### src/rtl/riscv_pkg.sv
// -----------------------------------------------------------------------------
// riscv_pkg
// Types and constants shared by the pipelined RISC-V core. The operand fetch
// stage and its bypass muxes use them.
//   REG_ADDR_W  width of a register index
//   REG_ZERO    index of the hard-wired zero register
//   fwd_sel_t   source chosen for one operand
//   of_state_t  operand fetch stage state
//   src_hit()   true when a nonzero destination index matches either source
// -----------------------------------------------------------------------------
package riscv_pkg;

    localparam int REG_ADDR_W = 5;
    localparam logic [REG_ADDR_W-1:0] REG_ZERO = 5'd0;

    typedef enum logic [1:0] {
        FWD_RF,
        FWD_MEM,
        FWD_WB,
        FWD_ZERO
    } fwd_sel_t;

    typedef enum logic {
        OF_RUN,
        OF_STALL
    } of_state_t;

    // Writes to x0 are discarded, so they never create a dependency.
    function automatic logic src_hit(
        input logic [REG_ADDR_W-1:0] rd,
        input logic [REG_ADDR_W-1:0] rs1,
        input logic [REG_ADDR_W-1:0] rs2
    );
        return (rd != REG_ZERO) && ((rd == rs1) || (rd == rs2));
    endfunction

endpackage

### src/rtl/operand_bypass_mux.sv
// -----------------------------------------------------------------------------
// operand_bypass_mux
// Resolves one source operand. Sources are listed from highest to lowest
// priority:
//   1. x0, which always reads as zero
//   2. the MEM-stage result (only when OPERAND_FETCH_FWD_EN is defined)
//   3. the WB-stage result
//   4. the register-file read data
// The WB bypass is always present. The register file writes on the same edge
// that samples this operand, so its combinational read data is one write stale.
// Ports:
//   idx                                  source register index
//   rf_val                               register-file read data for idx
//   mem_rd / mem_regwrite / mem_data     MEM-stage result
//   wb_rd  / wb_regwrite  / wb_data      WB-stage result
//   val                                  resolved operand
// Macro: OPERAND_FETCH_FWD_EN enables the MEM bypass.
// -----------------------------------------------------------------------------
module operand_bypass_mux
    import riscv_pkg::*;
#(
    parameter int N = 32
) (
    input  logic [REG_ADDR_W-1:0] idx,
    input  logic [N-1:0]          rf_val,
    input  logic [REG_ADDR_W-1:0] mem_rd,
    input  logic                  mem_regwrite,
    input  logic [N-1:0]          mem_data,
    input  logic [REG_ADDR_W-1:0] wb_rd,
    input  logic                  wb_regwrite,
    input  logic [N-1:0]          wb_data,
    output logic [N-1:0]          val
);

    fwd_sel_t sel;

    always_comb begin
        sel = FWD_RF;
        if (idx == REG_ZERO) begin
            sel = FWD_ZERO;
        end
`ifdef OPERAND_FETCH_FWD_EN
        else if (mem_regwrite && (mem_rd == idx)) begin
            sel = FWD_MEM;
        end
`endif
        else if (wb_regwrite && (wb_rd == idx)) begin
            sel = FWD_WB;
        end
    end

    always_comb begin
        val = rf_val;
        case (sel)
            FWD_ZERO: val = '0;
            FWD_MEM:  val = mem_data;
            FWD_WB:   val = wb_data;
            default:  val = rf_val;
        endcase
    end

`ifndef OPERAND_FETCH_FWD_EN
    // This build does not forward from MEM, so these inputs are not used.
    logic unused_mem;
    assign unused_mem = ^{mem_rd, mem_regwrite, mem_data};
`endif

endmodule

### src/rtl/operand_fetch.sv
// -----------------------------------------------------------------------------
// operand_fetch
// Decode-to-execute operand stage.
//   - Drives the register-file read addresses.
//   - Resolves RAW hazards by bypassing results or by stalling.
//   - Presents the operands to execute through one registered valid/ready slot.
// Ports:
//   clk, rst (asynchronous, active low)
//   id_*                          decode beat: valid/ready, rs1/rs2/rd,
//                                 regwrite, memread, imm
//   rf_src1/2, rf_out1/2          register-file read address and read data
//   mem_* / wb_*                  MEM and WB stage results, used for bypass
//   flush                         squashes the slot on the next edge
//   ex_valid/ex_ready, ex_*       execute slot: operands, immediate, control
// Macro: OPERAND_FETCH_FWD_EN
//   Defined: MEM/WB bypass. A load-use hazard costs a single bubble, handled
//     by the STALL state.
//   Undefined: WB bypass only. The stage interlocks on any pending write in
//     the EX slot or in MEM, and inserts one bubble per stalled cycle.
// -----------------------------------------------------------------------------
module operand_fetch
    import riscv_pkg::*;
#(
    parameter int N = 32
) (
    input  logic                  clk,
    input  logic                  rst,
    input  logic                  id_valid,
    output logic                  id_ready,
    input  logic [REG_ADDR_W-1:0] id_rs1,
    input  logic [REG_ADDR_W-1:0] id_rs2,
    input  logic [REG_ADDR_W-1:0] id_rd,
    input  logic                  id_regwrite,
    input  logic                  id_memread,
    input  logic [N-1:0]          id_imm,
    output logic [REG_ADDR_W-1:0] rf_src1,
    output logic [REG_ADDR_W-1:0] rf_src2,
    input  logic [N-1:0]          rf_out1,
    input  logic [N-1:0]          rf_out2,
    input  logic [REG_ADDR_W-1:0] mem_rd,
    input  logic                  mem_regwrite,
    input  logic [N-1:0]          mem_data,
    input  logic [REG_ADDR_W-1:0] wb_rd,
    input  logic                  wb_regwrite,
    input  logic [N-1:0]          wb_data,
    input  logic                  flush,
    output logic                  ex_valid,
    input  logic                  ex_ready,
    output logic [N-1:0]          ex_op1,
    output logic [N-1:0]          ex_op2,
    output logic [N-1:0]          ex_imm,
    output logic [REG_ADDR_W-1:0] ex_rd,
    output logic                  ex_regwrite,
    output logic                  ex_memread
);

    // ---------------------------------------------------------------- state
    of_state_t             state_reg, state_next;
    logic                  valid_reg, valid_next;
    logic [N-1:0]          op1_reg, op1_next;
    logic [N-1:0]          op2_reg, op2_next;
    logic [N-1:0]          imm_reg, imm_next;
    logic [REG_ADDR_W-1:0] rd_reg, rd_next;
    logic                  regwrite_reg, regwrite_next;
    logic                  memread_reg, memread_next;

    // ------------------------------------------------- register-file read
    assign rf_src1 = id_rs1;
    assign rf_src2 = id_rs2;

    // -------------------------------------------------- operand bypassing
    logic [1:0][REG_ADDR_W-1:0] src_idx;
    logic [1:0][N-1:0]          src_rf;
    logic [1:0][N-1:0]          src_val;

    assign src_idx = {id_rs2, id_rs1};
    assign src_rf  = {rf_out2, rf_out1};

    genvar gi;
    generate
        for (gi = 0; gi < 2; gi++) begin : g_bypass
            operand_bypass_mux #(
                .N (N)
            ) u_mux (
                .idx          (src_idx[gi]),
                .rf_val       (src_rf[gi]),
                .mem_rd       (mem_rd),
                .mem_regwrite (mem_regwrite),
                .mem_data     (mem_data),
                .wb_rd        (wb_rd),
                .wb_regwrite  (wb_regwrite),
                .wb_data      (wb_data),
                .val          (src_val[gi])
            );
        end
    endgenerate

    // ----------------------------------------------------- hazard detection
    logic hazard;
    logic advance;

`ifdef OPERAND_FETCH_FWD_EN
    // Only a load in EX cannot be bypassed yet, because its data arrives in MEM.
    assign hazard = id_valid && valid_reg && memread_reg
                    && src_hit(rd_reg, id_rs1, id_rs2);
`else
    // Without the MEM bypass, a result is readable only once it reaches WB.
    assign hazard = id_valid
                    && ((valid_reg && regwrite_reg && src_hit(rd_reg, id_rs1, id_rs2))
                        || (mem_regwrite && src_hit(mem_rd, id_rs1, id_rs2)));
`endif

    assign advance  = !valid_reg || ex_ready;
    assign id_ready = advance && !hazard && !flush;

    // ------------------------------------------------- next-state / slot
    always_comb begin
        state_next    = state_reg;
        valid_next    = valid_reg;
        op1_next      = op1_reg;
        op2_next      = op2_reg;
        imm_next      = imm_reg;
        rd_next       = rd_reg;
        regwrite_next = regwrite_reg;
        memread_next  = memread_reg;

        if (flush) begin
            // Squash: the slot becomes a bubble whatever else is happening.
            state_next    = OF_RUN;
            valid_next    = 1'b0;
            rd_next       = REG_ZERO;
            regwrite_next = 1'b0;
            memread_next  = 1'b0;
        end else begin
            case (state_reg)
                OF_RUN: begin
                    if (advance) begin
                        op1_next = src_val[0];
                        op2_next = src_val[1];
                        imm_next = id_imm;
                        if (hazard) begin
                            valid_next    = 1'b0;
                            rd_next       = REG_ZERO;
                            regwrite_next = 1'b0;
                            memread_next  = 1'b0;
`ifdef OPERAND_FETCH_FWD_EN
                            state_next    = OF_STALL;
`endif
                        end else begin
                            valid_next    = id_valid;
                            rd_next       = id_valid ? id_rd : REG_ZERO;
                            regwrite_next = id_valid && id_regwrite;
                            memread_next  = id_valid && id_memread;
                        end
                    end
                end
                OF_STALL: begin
                    // The slot holds a bubble and the load is now in MEM, so
                    // its result is bypassed and the accept is unconditional.
                    state_next    = OF_RUN;
                    op1_next      = src_val[0];
                    op2_next      = src_val[1];
                    imm_next      = id_imm;
                    valid_next    = id_valid;
                    rd_next       = id_valid ? id_rd : REG_ZERO;
                    regwrite_next = id_valid && id_regwrite;
                    memread_next  = id_valid && id_memread;
                end
                default: begin
                    state_next = OF_RUN;
                end
            endcase
        end
    end

    always_ff @(posedge clk or negedge rst) begin
        if (!rst) begin
            state_reg    <= OF_RUN;
            valid_reg    <= 1'b0;
            op1_reg      <= '0;
            op2_reg      <= '0;
            imm_reg      <= '0;
            rd_reg       <= REG_ZERO;
            regwrite_reg <= 1'b0;
            memread_reg  <= 1'b0;
        end else begin
            state_reg    <= state_next;
            valid_reg    <= valid_next;
            op1_reg      <= op1_next;
            op2_reg      <= op2_next;
            imm_reg      <= imm_next;
            rd_reg       <= rd_next;
            regwrite_reg <= regwrite_next;
            memread_reg  <= memread_next;
        end
    end

    assign ex_valid    = valid_reg;
    assign ex_op1      = op1_reg;
    assign ex_op2      = op2_reg;
    assign ex_imm      = imm_reg;
    assign ex_rd       = rd_reg;
    assign ex_regwrite = regwrite_reg;
    assign ex_memread  = memread_reg;

endmodule

### config.mk
export PLATFORM = sky130hd
export DESIGN_NAME = operand_fetch
export DESIGN_NICKNAME = d
export VERILOG_FILES = /design/src/rtl/riscv_pkg.sv /design/src/rtl/operand_bypass_mux.sv /design/src/rtl/operand_fetch.sv
export SDC_FILE = /design/constraint.sdc
export NUM_CORES = 1
export LEC_CHECK = 0
export ABC_AREA = 1
export CAP_MARGIN = 20
export CORE_AREA = 2 2 120 122
export CTS_CLUSTER_DIAMETER = 60
export DETAILED_ROUTE_END_ITERATION = 10
export DIE_AREA = 0 0 122 124
export GPL_ROUTABILITY_DRIVEN = 0
export PLACE_DENSITY_LB_ADDON = 0.12
export SYNTH_ARGS = -nofsm -noshare
export SYNTH_HDL_FRONTEND = slang
export SYNTH_SLANG_ARGS = --single-unit
### constraint.sdc
create_clock -name clk -period 3 [get_ports clk]
set_input_delay 0.75 -clock clk [delete_from_list [all_inputs] [get_ports clk]]
set_output_delay 0.75 -clock clk [all_outputs]
set_load 0.02 [all_outputs]
Run 1, M2 wires:
Cells faint in the background.
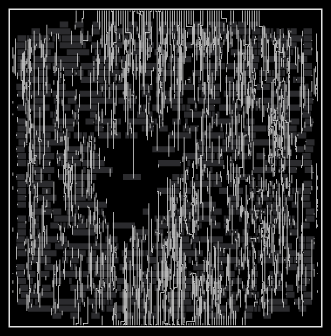
share of all routed wire: 46%
wire length on this layer: 8500 um
main direction: vertical
nets with wire on the layer: 877
longest straight run: 52.0 um

Run 1, where the registers sit:
Other sequential cells in the stronger gray, the rest of the logic in the fainter gray.
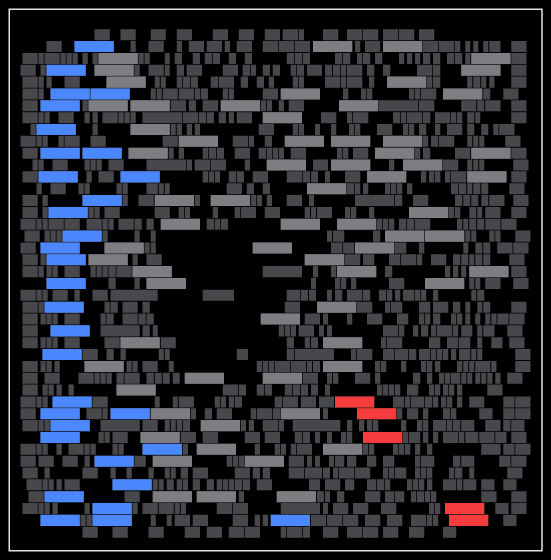
| name in the netlist | color | placed flops |
|---|---|---|
| ex_imm | blue | 32 |
| ex_rd | red | 5 |
not colored: 67
Reg area: 2600 um^2
P_seq: 1.67 mW
post-layout util: 0.635
Seq/total area: 0.299

==> Slide: Implementation Results, run 1 <==
Key Metrics from the Run

Run status
  – Outcome: finished clean

Setup path
  – Startpoint type of the worst setup path: input pin
  – CP peak stage delay: 460 ps
  – WP data required: 2250 ps
  – Buf/Inv on CP: 4
  – Reg2Reg Depth: 6
  – R2r startpoint: ex_valid
  – Nature of the critical path endpoint: primary output

Floorplanning
  – Rows: 43
  – Pre-Place Util: 0.393
  – Die ar.: 15100 um^2

Route
  – Final WL: 18700 um
  – Wire per inst: 15.3 um
  – DR DRC count: 0
  – DR WL met3: 1760 um

Clock tree
  – CTS tree: yes
  – H-tree depth: 3

Synth
  – Asr flop ratio synth: 1.00
  – Synth Area in Compound Gates: 0.0640
  – Post-synth regs: 104
  – Post-synth top flop: dfrtp_1
  – Top cells by count: nand2_1 (363), dfrtp_1 (104), nand3_1 (77)
  – Most frequent cell after synthesis: nand2_1
  – Yosys top cell by area: dfrtp_1
  – Syn nets: 953
  – Gate Count Post-Synth: 759
  – Yosys xor share: 0.0162

Cells and area
  – Bufs w/o clock: 311
  – Leading cell kind: buffers
  – Non-clk buf share: 0.347
  – Top cells excl fill/tap: nand2_1 (362), clkdlybuf4s50_1 (267), dfrtp_1 (104), nand3_1 (77), o21ai_0 (68)
  – Flops: 104

Place
  – Placed Cells: 1202

Timing
  – Slew margin rel.: 0.527
  – Setup violators final: 0
  – Final Hold Fails: 0

GRT
  – GRT met3 Usage: 0.0733
  – GRT Residual Overflow: 0

Pwr
  – PD cells: 483 nW/um^2
  – Sw Pwr: 1.28 mW

Run
  – Max Cap Viol: 0
Run 1, placement view:
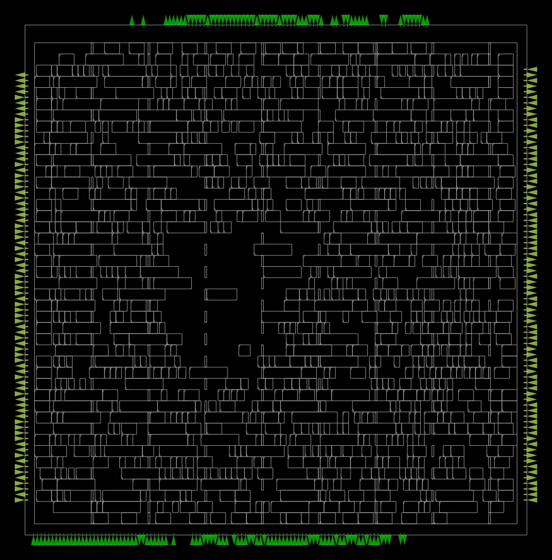
tap cells: 180
Core ar.: 13700 um^2
Non-Filler Instances: 1216

==> inputs of run 2 (changes only) <==
GPL_ROUTABILITY_DRIVEN = default   (was 0)
Run 2, M2 wires:
Cells faint in the background.
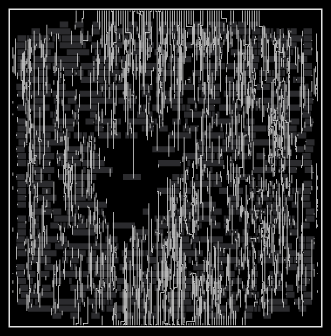
longest straight run: 52.0 um
nets with wire on the layer: 877

==> Slide: Implementation Results, run 2 <==
Key Metrics from the Run

Run status
  – Outcome: finished clean

Timing
  – Setup violators final: 0 (unchanged)
  – Final Hold Fails: 0 (unchanged)
  – Slew margin rel.: 0.527 (unchanged)
  – F_max: 346 MHz

Synth
  – Syn nets: 953 (unchanged)
  – Top cells by count: nand2_1 (363), dfrtp_1 (104), nand3_1 (77)
  – Yosys top cell by area: dfrtp_1
  – Synth Area in Compound Gates: 0.0640 (unchanged)
  – Yosys xor share: 0.0162 (unchanged)
  – Gate Count Post-Synth: 759 (unchanged)
  – Post-synthesis cell type count: 19
  – Post-synth top flop: dfrtp_1
  – Post-synth regs: 104 (unchanged)
  – Asr flop ratio synth: 1.00 (unchanged)

Pwr
  – Comb group: 1.28 mW
  – P_seq: 1.67 mW (about the same)
  – PD cells: 483 nW/um^2 (unchanged)
  – Sw Pwr: 1.28 mW (unchanged)

GRT
  – GRT Residual Overflow: 0 (unchanged)
  – GRT met3 Usage: 0.0733 (unchanged)
  – Number of global-route vias before repair: 5635
  – GR peak layer: met2

Floorplanning
  – Die ar.: 15100 um^2 (unchanged)
  – Core ar.: 13700 um^2 (unchanged)
  – Rows: 43 (unchanged)
  – Tap cells: 180 (unchanged)
  – Pre-Place Util: 0.393 (unchanged)

Place
  – Placed Cells: 1202 (unchanged)
  – Post-DP HPWL: 13200 um

Route
  – DR DRC count: 0 (unchanged)
  – Wire per inst: 15.3 um (unchanged)
  – DR WL met3: 1760 um (unchanged)

Cells and area
  – Non-Filler Instances: 1216 (unchanged)
  – Reg area: 2600 um^2 (unchanged)
  – Bufs w/o clock: 311 (unchanged)
  – Flops: 104 (unchanged)
  – Non-clk buf share: 0.347 (unchanged)
  – Top cells excl fill/tap: nand2_1 (362), clkdlybuf4s50_1 (267), dfrtp_1 (104), nand3_1 (77), o21ai_0 (68)
  – Leading cell kind: buffers
  – Seq/total area: 0.299 (unchanged)

Setup path
  – Startpoint type of the worst setup path: input pin
  – Nature of the critical path endpoint: primary output
  – WP data required: 2250 ps (about the same)
  – R2r startpoint: ex_valid
  – Crit-path leading delay family: buffers and inverters
  – Arrival time worst endpoint: 2140 ps
  – Reg2Reg Depth: 6 (unchanged)
  – CP peak stage delay: 460 ps (about the same)
  – Buf/Inv on CP: 4 (unchanged)

Run
  – Max Cap Viol: 0 (unchanged)

Clock tree
  – # hold bufs at CTS: 0
  – CTS tree: yes
  – H-tree depth: 3 (unchanged)
Run 2, metal 1:
Scale bar: 20 um. Cells faint in the background.
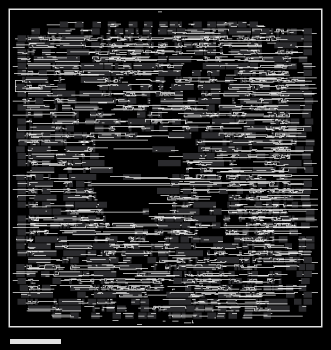
nets with wire on the layer: 1012
main direction: horizontal
longest straight run: 35.4 um
share of all routed wire: 42%
met1 Usage GRT: 0.298
Vias: 5828
final WL: 18700 um

No activity file was given, so power comes from the tool's default toggle rates.
